<file path="config.mk">
export PLATFORM = sky130hd
export DESIGN_NAME = cm_config_loader_flat
export DESIGN_NICKNAME = d
export VERILOG_FILES = /design/src/rtl/cm_config_loader_if.sv /design/src/rtl/cm_config_loader.sv /design/src/flat_wrapper.sv
export SDC_FILE = /design/constraint.sdc
export NUM_CORES = 1
export LEC_CHECK = 0
export ABC_AREA = 1
export CAP_MARGIN = 20
export CORE_MARGIN = 10
export CORE_UTILIZATION = 42
export DETAILED_ROUTE_END_ITERATION = 8
export HOLD_SLACK_MARGIN = 0.02
export PLACE_DENSITY_LB_ADDON = 0.08
export SYNTH_ARGS = -nofsm -noshare
export SYNTH_HDL_FRONTEND = slang
export SYNTH_SLANG_ARGS = --single-unit
</file>
<file path="constraint.sdc">
create_clock -name clk -period 1.9 [get_ports clk]
set_clock_uncertainty 0.05 [all_clocks]
set_input_delay 0.19 -clock clk [delete_from_list [all_inputs] [get_ports clk]]
set_output_delay 0.19 -clock clk [all_outputs]
set_load 0.02 [all_outputs]
</file>
<file path="src/rtl/cm_config_loader_if.sv">
// cm_config_loader_if: valid/ready configuration stream feeding cm_config_loader.
// The master modport is the packet source; the slave modport is the loader.
interface cm_config_loader_if #(
   parameter int CM_WIDTH = 64
) ();

   logic                cfg_valid;
   logic                cfg_ready;
   logic [CM_WIDTH-1:0] cfg_data;
   logic                cfg_last;

   modport master (
      output cfg_valid,
      output cfg_data,
      output cfg_last,
      input  cfg_ready
   );

   modport slave (
      input  cfg_valid,
      input  cfg_data,
      input  cfg_last,
      output cfg_ready
   );

endinterface

</file>
<file path="src/rtl/cm_config_loader.sv">
// cm_config_loader: decodes configuration packets from a valid/ready stream and
// drives per-tile control-memory writes (one payload word per cycle), plus the
// start_exec hand-over to the PE array.
// Optional build macro: CM_CFG_PARITY_EN -- header bit 61 must be the even parity
// of bits 60:0; a mismatching header is treated as an invalid tile.
module cm_config_loader #(
   parameter int NUM_TILES     = 36,
   parameter int CM_WIDTH      = 64,
   parameter int CM_DEPTH_BITS = 4,
   parameter int TILE_ID_BITS  = 6
) (
   input  logic                     clk,
   input  logic                     reset,
   cm_config_loader_if.slave        cfg,
   output logic [CM_WIDTH-1:0]      cm_data,
   output logic [NUM_TILES-1:0]     cm_en,
   output logic [CM_WIDTH-1:0]      cm_bit_en,
   output logic [CM_DEPTH_BITS-1:0] cm_addr,
   output logic                     read_write,
   output logic                     start_exec,
   output logic                     busy,
   output logic                     err
);

   typedef enum logic [1:0] {
      ST_IDLE  = 2'd0,
      ST_WRITE = 2'd1,
      ST_DRAIN = 2'd2,
      ST_RUN   = 2'd3
   } state_t;

   localparam logic [1:0] OP_WRITE = 2'b00;
   localparam logic [1:0] OP_START = 2'b01;
   localparam logic [1:0] OP_STOP  = 2'b10;
   localparam logic [1:0] OP_CLR   = 2'b11;

   localparam logic [NUM_TILES-1:0]     TILE_ONE = {{(NUM_TILES-1){1'b0}}, 1'b1};
   localparam logic [CM_DEPTH_BITS-1:0] ADDR_ONE = {{(CM_DEPTH_BITS-1){1'b0}}, 1'b1};

   // FSM and datapath state
   state_t                   state_r;
   state_t                   state_nxt_s;
   logic [TILE_ID_BITS-1:0]  tile_r,  tile_nxt_s;
   logic                     bcast_r, bcast_nxt_s;
   logic [CM_DEPTH_BITS-1:0] addr_r,  addr_nxt_s;
   logic [3:0]               cnt_r,   cnt_nxt_s;
   logic                     start_nxt_s;
   logic                     err_set_s;
   logic                     err_clr_s;
   logic                     wr_s;

   // Registered outputs and their next values
   logic                     cfg_ready_r;
   logic [CM_WIDTH-1:0]      cm_data_r,    cm_data_nxt_s;
   logic [NUM_TILES-1:0]     cm_en_r,      cm_en_nxt_s;
   logic [CM_WIDTH-1:0]      cm_bit_en_r;
   logic [CM_DEPTH_BITS-1:0] cm_addr_r,    cm_addr_nxt_s;
   logic                     read_write_r, read_write_nxt_s;
   logic                     start_exec_r;
   logic                     busy_r,       busy_nxt_s;
   logic                     err_r,        err_nxt_s;

   // Header decode
   logic                     hs_s;
   logic [1:0]               hdr_op_s;
   logic                     hdr_bcast_s;
   logic [3:0]               hdr_cnt_s;
   logic [CM_DEPTH_BITS-1:0] hdr_base_s;
   logic [TILE_ID_BITS-1:0]  hdr_tile_s;
   logic                     hdr_tile_ok_s;
   logic                     hdr_par_ok_s;

   assign hs_s          = cfg.cfg_valid & cfg_ready_r;
   assign hdr_op_s      = cfg.cfg_data[63:62];
   assign hdr_bcast_s   = cfg.cfg_data[16];
   assign hdr_cnt_s     = cfg.cfg_data[15:12];
   assign hdr_base_s    = cfg.cfg_data[8 +: CM_DEPTH_BITS];
   assign hdr_tile_s    = cfg.cfg_data[TILE_ID_BITS-1:0];
   assign hdr_tile_ok_s = hdr_bcast_s | (32'(hdr_tile_s) < NUM_TILES);

`ifdef CM_CFG_PARITY_EN
   function automatic logic even_parity(input logic [60:0] bits);
      return ^bits;
   endfunction

   assign hdr_par_ok_s = (cfg.cfg_data[61] == even_parity(cfg.cfg_data[60:0]));
`else
   assign hdr_par_ok_s = 1'b1;
`endif

   assign cfg.cfg_ready = cfg_ready_r;
   assign cm_data       = cm_data_r;
   assign cm_en         = cm_en_r;
   assign cm_bit_en     = cm_bit_en_r;
   assign cm_addr       = cm_addr_r;
   assign read_write    = read_write_r;
   assign start_exec    = start_exec_r;
   assign busy          = busy_r;
   assign err           = err_r;

   // State register: FSM state, packet context and all registered outputs
   always_ff @(posedge clk) begin
      if (reset) begin
         state_r      <= ST_IDLE;
         tile_r       <= {TILE_ID_BITS{1'b0}};
         bcast_r      <= 1'b0;
         addr_r       <= {CM_DEPTH_BITS{1'b0}};
         cnt_r        <= 4'd0;
         cfg_ready_r  <= 1'b0;
         cm_data_r    <= {CM_WIDTH{1'b0}};
         cm_en_r      <= {NUM_TILES{1'b1}};
         cm_bit_en_r  <= {CM_WIDTH{1'b1}};
         cm_addr_r    <= {CM_DEPTH_BITS{1'b0}};
         read_write_r <= 1'b0;
         start_exec_r <= 1'b0;
         busy_r       <= 1'b0;
         err_r        <= 1'b0;
      end else begin
         state_r      <= state_nxt_s;
         tile_r       <= tile_nxt_s;
         bcast_r      <= bcast_nxt_s;
         addr_r       <= addr_nxt_s;
         cnt_r        <= cnt_nxt_s;
         cfg_ready_r  <= 1'b1;
         cm_data_r    <= cm_data_nxt_s;
         cm_en_r      <= cm_en_nxt_s;
         cm_bit_en_r  <= {CM_WIDTH{1'b1}};
         cm_addr_r    <= cm_addr_nxt_s;
         read_write_r <= read_write_nxt_s;
         start_exec_r <= start_nxt_s;
         busy_r       <= busy_nxt_s;
         err_r        <= err_nxt_s;
      end
   end

   // Next-state logic: header decode, payload sequencing and error detection
   always_comb begin
      state_nxt_s = state_r;
      tile_nxt_s  = tile_r;
      bcast_nxt_s = bcast_r;
      addr_nxt_s  = addr_r;
      cnt_nxt_s   = cnt_r;
      start_nxt_s = start_exec_r;
      err_set_s   = 1'b0;
      err_clr_s   = 1'b0;
      wr_s        = 1'b0;
      case (state_r)
         ST_IDLE: begin
            if (hs_s) begin
               if (!hdr_par_ok_s) begin
                  err_set_s   = 1'b1;
                  state_nxt_s = cfg.cfg_last ? ST_IDLE : ST_DRAIN;
               end else begin
                  case (hdr_op_s)
                     OP_WRITE: begin
                        if (start_exec_r || !hdr_tile_ok_s) begin
                           err_set_s   = 1'b1;
                           state_nxt_s = cfg.cfg_last ? ST_IDLE : ST_DRAIN;
                        end else if (cfg.cfg_last) begin
                           // Header-only write packet: nothing to write
                           err_set_s   = 1'b1;
                           state_nxt_s = ST_IDLE;
                        end else begin
                           tile_nxt_s  = hdr_tile_s;
                           bcast_nxt_s = hdr_bcast_s;
                           addr_nxt_s  = hdr_base_s;
                           cnt_nxt_s   = hdr_cnt_s;
                           state_nxt_s = ST_WRITE;
                        end
                     end
                     OP_START: begin
                        if (cfg.cfg_last) begin
                           start_nxt_s = 1'b1;
                           state_nxt_s = ST_RUN;
                        end else begin
                           err_set_s   = 1'b1;
                           state_nxt_s = ST_DRAIN;
                        end
                     end
                     OP_STOP: begin
                        if (cfg.cfg_last) begin
                           start_nxt_s = 1'b0;
                           state_nxt_s = ST_IDLE;
                        end else begin
                           err_set_s   = 1'b1;
                           state_nxt_s = ST_DRAIN;
                        end
                     end
                     OP_CLR: begin
                        if (cfg.cfg_last) begin
                           err_clr_s   = 1'b1;
                           state_nxt_s = ST_IDLE;
                        end else begin
                           err_set_s   = 1'b1;
                           state_nxt_s = ST_DRAIN;
                        end
                     end
                     default: begin
                        err_set_s   = 1'b1;
                        state_nxt_s = ST_DRAIN;
                     end
                  endcase
               end
            end else begin
               state_nxt_s = ST_IDLE;
            end
         end
         ST_WRITE: begin
            if (hs_s) begin
               wr_s       = 1'b1;
               addr_nxt_s = addr_r + ADDR_ONE;
               cnt_nxt_s  = cnt_r - 4'd1;
               if (cnt_r == 4'd0) begin
                  // Final counted word: it must also close the packet
                  err_set_s   = ~cfg.cfg_last;
                  state_nxt_s = cfg.cfg_last ? ST_IDLE : ST_DRAIN;
               end else if (cfg.cfg_last) begin
                  // Packet ended early; the word is still written
                  err_set_s   = 1'b1;
                  state_nxt_s = ST_IDLE;
               end else begin
                  state_nxt_s = ST_WRITE;
               end
            end else begin
               state_nxt_s = ST_WRITE;
            end
         end
         ST_DRAIN: begin
            if (hs_s && cfg.cfg_last) begin
               state_nxt_s = ST_IDLE;
            end else begin
               state_nxt_s = ST_DRAIN;
            end
         end
         ST_RUN: begin
            if (hs_s) begin
               if (hdr_par_ok_s && (hdr_op_s == OP_STOP) && cfg.cfg_last) begin
                  start_nxt_s = 1'b0;
                  state_nxt_s = ST_IDLE;
               end else begin
                  // Anything but a clean STOP is refused; execution continues
                  err_set_s   = 1'b1;
                  state_nxt_s = cfg.cfg_last ? ST_RUN : ST_DRAIN;
               end
            end else begin
               state_nxt_s = ST_RUN;
            end
         end
         default: begin
            state_nxt_s = ST_IDLE;
         end
      endcase
   end

   // Output logic: next values of the control-memory write port, busy and err
   always_comb begin
      cm_en_nxt_s      = {NUM_TILES{1'b1}};
      read_write_nxt_s = 1'b0;
      cm_data_nxt_s    = cm_data_r;
      cm_addr_nxt_s    = cm_addr_r;
      if (wr_s) begin
         cm_en_nxt_s      = bcast_r ? {NUM_TILES{1'b0}} : ~(TILE_ONE << tile_r);
         read_write_nxt_s = 1'b1;
         cm_data_nxt_s    = cfg.cfg_data;
         cm_addr_nxt_s    = addr_r;
      end else begin
         cm_en_nxt_s      = {NUM_TILES{1'b1}};
         read_write_nxt_s = 1'b0;
      end
      busy_nxt_s = (state_nxt_s == ST_WRITE) || (state_nxt_s == ST_DRAIN);
      if (err_set_s) begin
         err_nxt_s = 1'b1;
      end else if (err_clr_s) begin
         err_nxt_s = 1'b0;
      end else begin
         err_nxt_s = err_r;
      end
   end

endmodule
</file>
<file path="src/flat_wrapper.sv">
// flat-port wrapper written by rule: the top's interface ports become plain ports
module cm_config_loader_flat 
#(
   parameter int NUM_TILES     = 36,
   parameter int CM_WIDTH      = 64,
   parameter int CM_DEPTH_BITS = 4,
   parameter int TILE_ID_BITS  = 6
)
  (clk, reset, cm_data, cm_en, cm_bit_en, cm_addr, read_write, start_exec, busy, err, cfg_cfg_valid, cfg_cfg_data, cfg_cfg_last, cfg_cfg_ready);
  cm_config_loader_if #(.CM_WIDTH(CM_WIDTH)) cfg_i ();
  input  logic clk;
  input  logic reset;
  output logic [CM_WIDTH-1:0] cm_data;
  output logic [NUM_TILES-1:0] cm_en;
  output logic [CM_WIDTH-1:0] cm_bit_en;
  output logic [CM_DEPTH_BITS-1:0] cm_addr;
  output logic read_write;
  output logic start_exec;
  output logic busy;
  output logic err;
  input wire logic [$bits(cfg_i.cfg_valid)-1:0] cfg_cfg_valid;
  input wire logic [$bits(cfg_i.cfg_data)-1:0] cfg_cfg_data;
  input wire logic [$bits(cfg_i.cfg_last)-1:0] cfg_cfg_last;
  output wire logic [$bits(cfg_i.cfg_ready)-1:0] cfg_cfg_ready;
  assign cfg_i.cfg_valid = cfg_cfg_valid;
  assign cfg_i.cfg_data = cfg_cfg_data;
  assign cfg_i.cfg_last = cfg_cfg_last;
  assign cfg_cfg_ready = cfg_i.cfg_ready;
  cm_config_loader #(.NUM_TILES(NUM_TILES), .CM_WIDTH(CM_WIDTH), .CM_DEPTH_BITS(CM_DEPTH_BITS), .TILE_ID_BITS(TILE_ID_BITS)) u_core (.clk(clk), .reset(reset), .cfg(cfg_i), .cm_data(cm_data), .cm_en(cm_en), .cm_bit_en(cm_bit_en), .cm_addr(cm_addr), .read_write(read_write), .start_exec(start_exec), .busy(busy), .err(err));
endmodule
</file>
==> notes.md, run 1 <==
From the run reports.

- The cell area after technology mapping reads around 5300 sq um.
- In this run, the clock network consumes 49.1% of the power.
- The number of hold violations in the final report reads 0.
- The number of enable-type register cells in the synthesized netlist is 0.
- The reg-to-reg critical path endpoint reads u_core.err.
- The share of total power dissipated in sequential elements is 42.0%.
- In the log, the iteration count for the first detailed-route pass is 5.
- Setup repair after global routing left no endpoint under its margin.
- The net switching power figure reads 1.47 mW.
- The fraction of the core area occupied by cells at floorplan reads 43.5%.
- The number of cells on the worst reg-to-reg path is 10.
- The fraction of post-synthesis cell area in the top cell type by area is 47.7%.
- The power density of the placed cells is 853 nW/um^2.
- The count of vias placed by the detailed router reads 4,721.
- The flow ran to the end, and the final reports show no timing, DRC or antenna violations.
- The die extent in y reads around 130 microns.
- Yosys stat counts 677 cells in the synthesized netlist.
- The classification of the worst-slack hold path is input port to flop.
- The reported leakage power is 2.97 nW.
- The count of input and output buffers reads 176.
- The final-report setup violation count is 0.
run 1: critical path, stage by stage (launching register included):
cell     delay, ns
dfxtp_1       0.32
inv_1         0.11
ha_1          0.18
inv_1         0.04
nor2_1        0.11
nand2_1       0.11
ha_1          0.28
nand2_1       0.07
nand2_1       0.05
o21ai_0       0.19
a21oi_1       0.09
run 1: cell families (layout without fill, tap and decap cells):
group	Yosys count	after routing	share of synthesized area, %
AOI/OAI and AO/OA	156	156	15.9
xor gates and xnor gates	1	1	0.166
adders and majority gates	4	4	0.946
buffers and inverters	135	256	15.6
DFF	126	126	47.7
other	1	64	0.0709
and+or+nand+nor	254	254	19.6
run 1: per-layer routing:
layer	GRT usage, %	vias up	routed length (microns)
li1	-	2407	-
met5	0	-	0
met1	16.6	2147	5910
met2	31.4	150	8030
met3	7.09	17	1130
met4	5.44	0	211
run 1: area by class of cell:
type                       instances  area (sq um)  share of cell area [%]
inverter                          33           129                    1.71
clock buffer                      25           495                    6.57
tap                              168           210                    2.79
timing repair buffer             192          1920                    25.5
clock inverter                     6          82.6                    1.10
sequential                       126          2520                    33.5
multi-input combinational        479          2180                    28.9
run 1: power groups by stage:
stage,sequential (mW),clock [mW],combinational [mW]
6_report,2.70,3.16,0.572
2_1_floorplan,2.78,0,0.398
4_1_cts,2.70,3.21,0.567
5_1_grt,2.70,3.33,0.627
3_3_place_gp,2.75,0,0.556
3_5_place_dp,2.76,0,0.563
run 1: flip-flops by register name (all words and copies together) (netlist names):
| name | flops |
|---|---|
| u_core.addr_r | 4 |
| u_core.bcast_r | 1 |
| u_core.busy | 1 |
| u_core.cfg.cfg_ready | 1 |
| u_core.cm_addr | 4 |
| u_core.cm_data | 64 |
| u_core.cm_en | 36 |
| u_core.cnt_r | 4 |
| u_core.err | 1 |
| u_core.read_write | 1 |
| u_core.start_exec | 1 |
| u_core.state_r | 2 |
| u_core.tile_r | 6 |
run 1: cell usage in the layout, fill, tap and decap left out:
cell	instances
buf_12	3
nor3_2	2
nand2_1	79
inv_2	5
clkinvlp_4	1
a21oi_1	15
nor2_4	1
a21oi_2	7
nand3_1	13
inv_4	2
o21ai_1	5
clkbuf_16	17
o21ai_0	123
nor4_1	1
nor3_1	4
dfxtp_1	126
xnor2_1	1
clkbuf_8	4
conb_1	64
bufinv_16	2
a31oi_1	1
nand2_4	1
a211oi_2	4
buf_4	13
clkdlybuf4s50_1	176
clkbuf_1	4
inv_1	26
clkinv_2	3
nor2_2	1
nand2_2	2
nand4_1	10
o41ai_1	1
ha_1	4
nor2_1	140
run 1: through the flow:
stage               instances  hold slack, ns  area (sq um)
finish                   1029           0.316          7540
global route             1029           0.320          7540
CTS                      1029           0.307          7540
detailed placement        998           0.421          6960
global placement          998           0.411          6960
floorplan                 740           0.291          5530
run 1: worst min-delay path by stage:
stage / from / end / depth (start not counted)
floorplan: cfg_cfg_data[14] / u_core.cm_data[14] / 2
global placement: u_core.err / u_core.err / 2
detailed placement: u_core.cm_data[16] / u_core.cm_data[16] / 2
CTS: cfg_cfg_data[14] / u_core.cm_data[14] / 3
global route: cfg_cfg_data[14] / u_core.cm_data[14] / 3
finish: cfg_cfg_data[14] / u_core.cm_data[14] / 3
Figure 1. Where the registers sit (run 1).
Scale: 4 px per micron.
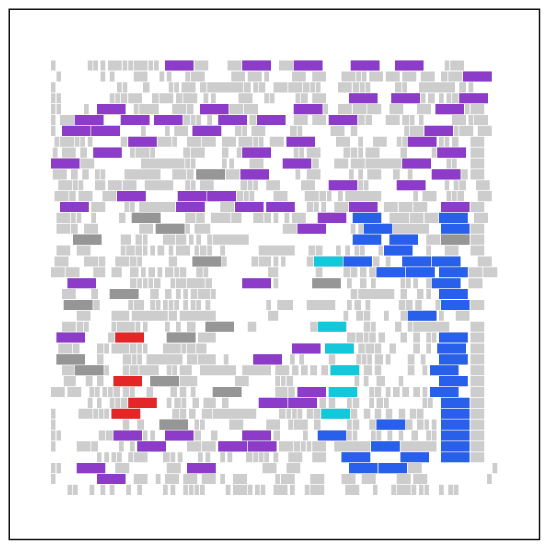
- u_core.cm_data: purple (sequential cells 64; where widely spread)
- u_core.cnt_r: red (sequential cells 4; where south-west)
- u_core.cm_en: blue (sequential cells 36)
- u_core.tile_r: cyan (sequential cells 6)
- not colored: 16

Figure 2. Clock routing (run 1).
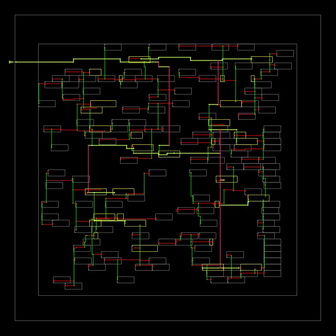
clk sink count: 126
power of the clock network: 3.16 mW
TritonCTS Buffers: 17
number of sequential storage elements: 126

Figure 3. Met4 routing (run 1).
Scale: 4 px per micron. Supply wires on this layer in gray. Cells faint in the background.
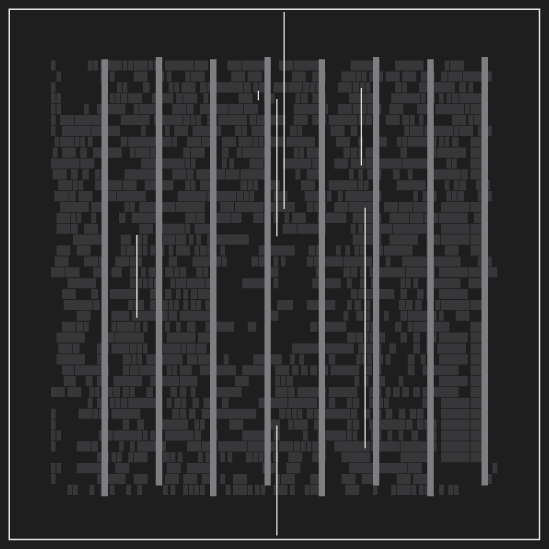
- wire length on this layer: 212 microns
- main direction: vertical
- longest straight run: 59.8 microns
- nets with wire on the layer: 4

Figure 4. Cell density map (run 1).
Scale: 3 px per micron. The die is cut into 13 by 13 equal tiles; white is low, dark blue is high, 0 to 100% covered.
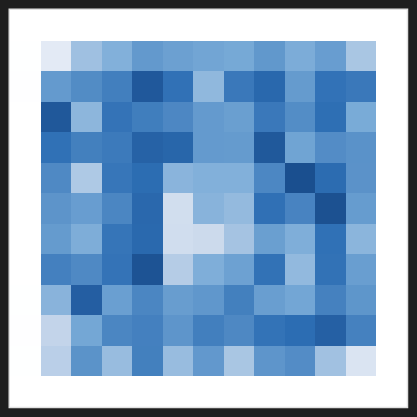
- fullest tile: 88%
- tiles over 75% full: 9.5%
- nearly empty tiles: 28%
- mean over tiles: 42%

==> run 2, diff against run 1 <==
--- a/config.mk
+++ b/config.mk
@@ -8,10 +8,10 @@
 export ABC_AREA = 1
 export CAP_MARGIN = 20
 export CORE_MARGIN = 10
-export CORE_UTILIZATION = 42
+export CORE_UTILIZATION = 45
 export DETAILED_ROUTE_END_ITERATION = 8
 export HOLD_SLACK_MARGIN = 0.02
-export PLACE_DENSITY_LB_ADDON = 0.08
+export PLACE_DENSITY = 0.86
 export SYNTH_ARGS = -nofsm -noshare
 export SYNTH_HDL_FRONTEND = slang
 export SYNTH_SLANG_ARGS = --single-unit
==> constraint.sdc (replaced) <==
create_clock -name clk -period 2.1 [get_ports clk]
set_clock_uncertainty 0.05 [all_clocks]
set_input_delay 0.21 -clock clk [delete_from_list [all_inputs] [get_ports clk]]
set_output_delay 0.21 -clock clk [all_outputs]
set_load 0.02 [all_outputs]
Figure 5. Wiring by layer (run 2).
Scale: 4 px per micron.
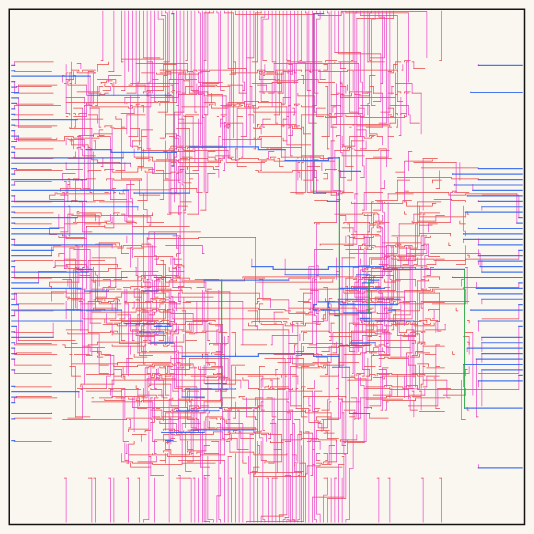
- M1: red (wire length 5,930 microns)
- M2: magenta (wire length 7,700 microns)
- M4: green (wire length 210 microns)
- M3: blue (wire length 1,380 microns)

Figure 6. Clock routing (run 2).
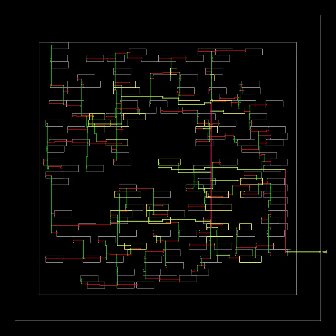
worst skew pair latency: 0.41 ns
power of the clock network: 3.06 mW

==> run 2 against run 1 <==
Compared with the run above:
- count of clock-buffer cells in the layout decreased by 3
- worst hold slack improved by 0.035 ns
- combinational power down 8.2%
- maximum frequency shrank 3.1%
- final area grew 0.23%
- critical endpoint is now u_core.cm_data[41]
- largest cell class unchanged
- highest routed layer unchanged
==> notes.md, run 2 <==
From the run reports.

- The fraction of post-synthesis cell area in the top cell type by area is 47.7% (unchanged).
- The classification of the worst-slack hold path reads input port to flop.
- The met2 wirelength from detailed routing is 7.70 mm (-4.1%).
- The number of clock buffers inserted by TritonCTS reads 17 (unchanged).
- Signal nets in the final route climb as high as met4.
- The reported leakage power reads 2.98 nW (+0.53%).
- The number of enable-type register cells in the synthesized netlist reads 0 (unchanged).
- In the layout the commonest cells are clkdlybuf4s50_1, nor2_1, dfxtp_1, o21ai_0, nand2_1.
- The flow ran to the end, and the final reports show no timing, DRC or antenna violations.
- The number of flip-flops in the largest register reads 64 (unchanged).
- The standard cell area after detailed placement reads 6930 sq um (-0.41%).
- The final-report setup violation count is 0 (unchanged).
- The count of vias placed by the detailed router was 4,757 (+0.76%).
- The count of input and output buffers was 176 (unchanged).
- The sum of met3 wire segment lengths after detailed routing is 1.38 mm (+23%).
- The power density of the placed cells is 798 nW/um^2 (-6.4%).
- The logic area was 2180 sq um (unchanged).
- The critical path's largest stage delay reads 0.44 ns (+0.12 ns).
- The top cell type in the final layout, fill and taps aside, is clkdlybuf4s50_1.
- The die extent in y is 128 microns (-2.9%).
- The cell area after technology mapping came to 5290 sq um (unchanged).
- The final non-filler cell area was 7550 sq um (+0.23%).
- The wire length on met1 is 5.93 mm (+0.37%).
- The number of hold violations in the final report came to 0 (unchanged).
- The maximum clock rate reads ~570 MHz.
- The standard cell with the maximum stage delay on the critical path is dfxtp_1.
- The number of detailed-route iterations in the first pass is 5 (unchanged).
- The number of clock sinks seen by CTS reads 126 (unchanged).
- The total cells reported by yosys after synthesis is 677 (unchanged).
- For reference, the critical path cell chain is inv_2, nand2_2, inv_4, nand2_4, buf_4, o21ai_0, nor2_1.
- Setup repair after global routing left no endpoint under its margin.
Figure 7. Where the registers sit (run 2).
Scale: 4 px per micron.
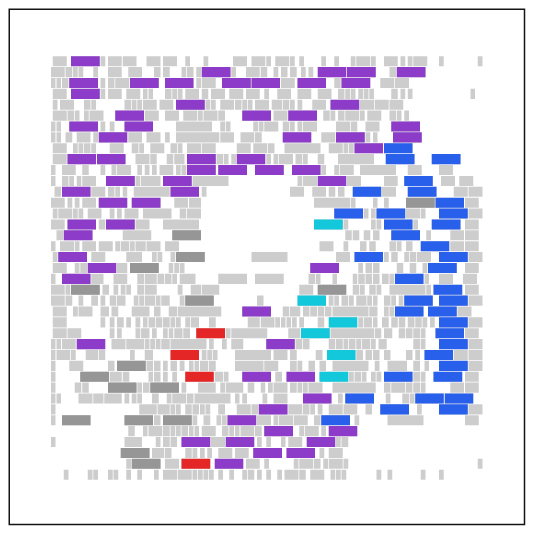
- u_core.cnt_r: red (sequential cells 4)
- u_core.cm_en: blue (sequential cells 36)
- u_core.cm_data: purple (sequential cells 64)
- u_core.tile_r: cyan (sequential cells 6)
- not colored: 16

[run 2: cell counts after synthesis]
Identical to the previous run, type by type.
[run 2: final timing paths]
kind	start	slack, ns	to	depth (start not counted)
min reg2reg	u_core.cm_data[27]	0.43	u_core.cm_data[27]	2
max	u_core.state_r[1]	0.33	u_core.cm_data[41]	7
min	cfg_cfg_data[14]	0.35	u_core.cm_data[14]	3
max reg2reg	u_core.state_r[1]	0.33	u_core.cm_data[41]	7
[run 2: kinds of logic (layout without fill, tap and decap cells)]
| logic type | after synthesis | count (layout) | synth area share, % |
|---|---|---|---|
| and+or+nand+nor | 254 | 254 | 19.6 |
| AOI/OAI and AO/OA | 156 | 156 | 15.9 |
| buffers and inverters | 135 | 254 | 15.6 |
| DFF | 126 | 126 | 47.7 |
| adders and majority gates | 4 | 4 | 0.946 |
| other | 1 | 64 | 0.0709 |
| xor gates and xnor gates | 1 | 1 | 0.166 |
[run 2: final cells by class]
cell class | count | area share [%]
inverters | 33 | 1.71
flip-flops and latches | 126 | 33.4
clock buffers | 22 | 6.14
multi-input cells | 479 | 28.8
repair buffers | 189 | 25.4
well taps | 143 | 2.37
clock inverters | 10 | 2.12
[run 2: through the flow]
step                      hold slack (ns)  cells
after floorplan                     0.311    740
after global placement              0.410    970
after detailed placement            0.415    970
after CTS                           0.335   1002
after global routing                0.361   1002
final                               0.351   1002
[run 2: worst max-delay path, delay by kind of cell, from the launching register on]
kind,cells,cell delay (ns)
AND/OR/NAND/NOR,3,0.51
AND-OR/OR-AND,1,0.17
buffers and inverters,3,0.53
flip-flops,1,0.44
[run 2: power by group]
part / switching (mW) / internal, mW / total (mW)
combinational: 0.308 / 0.217 / 0.525
clock: 1.02 / 2.05 / 3.06
sequential: 0.0201 / 2.42 / 2.44
total: 1.34 / 4.69 / 6.03
[run 2: metal layers]
metal / vias to the layer above / track usage, %
li1: 2407 / -
met5: - / 0
met4: 0 / 5.30
met2: 204 / 30.6
met1: 2128 / 19.0
met3: 18 / 7.23
Power is estimated from default activity; no workload was simulated.
